### Met3 routing

(2 px per micron) Cells faint in the background.
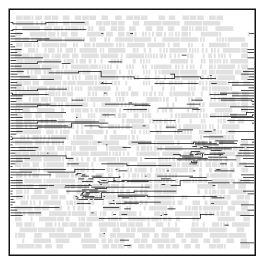
### Congestion heat map

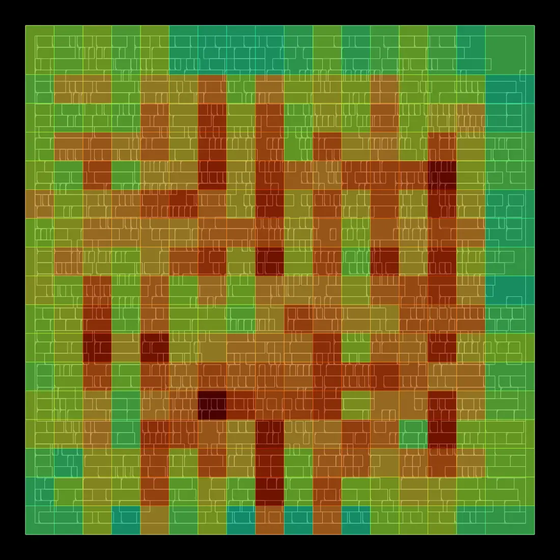
**config.mk**
```make
export PLATFORM = sky130hd
export DESIGN_NAME = load_store_unit
export DESIGN_NICKNAME = d
export VERILOG_FILES = /design/src/rtl/load_store_unit.sv
export SDC_FILE = /design/constraint.sdc
export NUM_CORES = 1
export LEC_CHECK = 0
export ABC_AREA = 1
export CORE_MARGIN = 2
export CORE_UTILIZATION = 53
export DETAILED_ROUTE_END_ITERATION = 12
export GPL_TIMING_DRIVEN = 1
export PLACE_DENSITY_LB_ADDON = 0.08
export SLEW_MARGIN = 40
export SYNTH_ARGS = -nofsm -noshare
export SYNTH_HDL_FRONTEND = slang
export SYNTH_SLANG_ARGS = --single-unit
export TNS_END_PERCENT = 1
```
**constraint.sdc**
```tcl
create_clock -name clk -period 3.4 [get_ports clk]
set_input_delay 0.34 -clock clk [delete_from_list [all_inputs] [get_ports clk]]
set_output_delay 0.34 -clock clk [all_outputs]
set_load 0.03 [all_outputs]
```
**src/rtl/load_store_unit.sv**
```systemverilog
// Load/store sequencer for a word-addressed data memory without byte enables.
// Sub-word stores use read-modify-write. Define LSU_ALIGN_CHECK_EN to fault misaligned half/word accesses.
module load_store_unit #(
    parameter int MEM_WORDS = 256
) (
    input  logic        clk,
    input  logic        rst_n,
    input  logic        req_valid,
    output logic        req_ready,
    input  logic [3:0]  req_op,
    input  logic [31:0] req_addr,
    input  logic [31:0] req_wdata,
    output logic        resp_valid,
    output logic [31:0] resp_rdata,
    output logic        resp_err,
    output logic        MemRead,
    output logic        MemWrite,
    output logic [31:0] address,
    output logic [31:0] writedata,
    input  logic [31:0] readdata
);
    localparam logic [1:0] S_IDLE = 2'd0;
    localparam logic [1:0] S_RD   = 2'd1;
    localparam logic [1:0] S_WR   = 2'd2;
    localparam logic [1:0] S_RESP = 2'd3;
    localparam logic [31:0] MEM_LIMIT = 32'(MEM_WORDS);

    logic [1:0]  state_q, state_d;
    logic [3:0]  op_q, op_d;
    logic [31:0] addr_q, addr_d;
    logic [31:0] wdata_q, wdata_d;
    logic [31:0] buf_q, buf_d;
    logic [31:0] rdata_q, rdata_d;
    logic        err_q, err_d;

    logic        req_fault, misalign, out_range;
    logic [31:0] byte_sh, half_sh, load_ext, merged;

    always_comb begin
`ifdef LSU_ALIGN_CHECK_EN
        misalign = (req_op[1:0] == 2'b01 && req_addr[0]) ||
                   (req_op[1:0] == 2'b10 && req_addr[1:0] != 2'b00);
`else
        misalign = 1'b0;
`endif
        out_range = {2'b00, req_addr[31:2]} >= MEM_LIMIT;
        req_fault = (req_op[1:0] == 2'b11) || out_range || misalign;
    end

    // Lane extraction: shift the addressed lane down to bit 0, then extend.
    always_comb begin
        byte_sh = readdata >> {addr_q[1:0], 3'b000};
        half_sh = readdata >> {addr_q[1], 4'b0000};
        case (op_q[1:0])
            2'b00:   load_ext = op_q[2] ? {24'h0, byte_sh[7:0]} : {{24{byte_sh[7]}}, byte_sh[7:0]};
            2'b01:   load_ext = op_q[2] ? {16'h0, half_sh[15:0]} : {{16{half_sh[15]}}, half_sh[15:0]};
            default: load_ext = readdata;
        endcase
    end

    always_comb begin
        merged = buf_q;
        case (op_q[1:0])
            2'b00:   merged[{addr_q[1:0], 3'b000} +: 8]  = wdata_q[7:0];
            2'b01:   merged[{addr_q[1], 4'b0000} +: 16] = wdata_q[15:0];
            default: merged = wdata_q;
        endcase
    end

    always_comb begin
        state_d = state_q;
        op_d    = op_q;
        addr_d  = addr_q;
        wdata_d = wdata_q;
        buf_d   = buf_q;
        rdata_d = rdata_q;
        err_d   = err_q;
        case (state_q)
            S_IDLE: if (req_valid) begin
                op_d    = req_op;
                addr_d  = req_addr;
                wdata_d = req_wdata;
                if (req_fault) begin
                    err_d   = 1'b1;
                    rdata_d = 32'h0;
                    state_d = S_RESP;
                end else if (req_op[3] && req_op[1:0] == 2'b10) begin
                    state_d = S_WR;
                end else begin
                    state_d = S_RD;
                end
            end
            S_RD: begin
                buf_d = readdata;
                if (op_q[3]) begin
                    state_d = S_WR;
                end else begin
                    rdata_d = load_ext;
                    err_d   = 1'b0;
                    state_d = S_RESP;
                end
            end
            S_WR: begin
                rdata_d = 32'h0;
                err_d   = 1'b0;
                state_d = S_RESP;
            end
            default: state_d = S_IDLE;
        endcase
    end

    always_ff @(posedge clk or negedge rst_n) begin
        if (!rst_n) begin
            state_q <= S_IDLE;
            op_q    <= 4'h0;
            addr_q  <= 32'h0;
            wdata_q <= 32'h0;
            buf_q   <= 32'h0;
            rdata_q <= 32'h0;
            err_q   <= 1'b0;
        end else begin
            state_q <= state_d;
            op_q    <= op_d;
            addr_q  <= addr_d;
            wdata_q <= wdata_d;
            buf_q   <= buf_d;
            rdata_q <= rdata_d;
            err_q   <= err_d;
        end
    end

    // Memory strobes decode only the state register, so reset drops them at once.
    assign req_ready  = (state_q == S_IDLE);
    assign resp_valid = (state_q == S_RESP);
    assign resp_rdata = rdata_q;
    assign resp_err   = err_q;
    assign MemRead    = (state_q == S_RD);
    assign MemWrite   = (state_q == S_WR);
    assign address    = (MemRead || MemWrite) ? {2'b00, addr_q[31:2]} : 32'h0;
    assign writedata  = MemWrite ? merged : 32'h0;
endmodule

```
==> impl_metrics.tcl <==
# flow metrics
set metrics [dict create \
    edf_count 0 \
    regArea_sq_um 3381 \
    top_area_cell_class "logic gates" \
    dieWidth_microns 122.2 \
    violations "negative hold slack" \
    startpoint "addr_q[1]" \
    drt_wl_total_mm 22.53 \
    drt-wirelength-per-cell_microns 16.99 \
    top_layer "met4" \
    r2r_end "resp_rdata[21]" \
    worstMarginPinSlew_ns 0.7852 \
    synthesis.yosys.warnings 0 \
    pg_comb_w 0.00662 \
    crit_path_max_incr_delay_ns 0.54 \
    dr_wl_met3_mm 2.462 \
    dp_cells 1293 \
    ys.flops 135 \
    finalHoldViolCount 76 \
    use_met2 0.4872 \
    cts_hold_buf 0 \
    hold_slack_ns -0.03075 \
    rrSetupSlack_ns 1.18 \
    cts.htree.levels 4 \
    status "finished with violations" \
    die_area_sq_um 14930 \
    crit_end "writedata[23]" \
    syn-cell-area_sq_um 7405 \
    area_leaders "dfrtp_1 46%, nand2_1 17%, mux2_2 9.0%" \
    gp_congestion 0.9174 \
    pg_clk_w 0.00188 \
    crit_top_cell "nand2_1" \
    flop-count 135 \
    p_per_area_nw_per_um2 1128 \
]
-- 'Met3 routing' (at the start) --
nets with wire on the layer: 198
share of all routed wire: 11%

-- 'Congestion heat map' (at the start) --
GRT Total Usage: 0.3078
grt peak-use layer: met2

cells in the final DEF, fill, tap and decap left out, types with 2 or more instances in the layout:
master           count
a21oi_1             46
a22oi_1              6
a31oi_1             18
buf_12              10
buf_4               33
bufinv_16            3
clkbuf_16           17
clkbuf_8             2
clkdlybuf4s50_1    168
clkinv_1             2
clkinv_2             5
clkinv_4             2
clkinvlp_4           5
conb_1               2
dfrtp_1            133
dfrtp_2              2
ha_1                 9
inv_1              112
mux2_2              59
nand2_1            331
nand2_2              2
nand3_1             18
nand4_1              3
nor2_1              32
nor3_1               2
o211ai_1             7
o21ai_0             78
o221ai_1             8
o22ai_1             16
or2_2                5
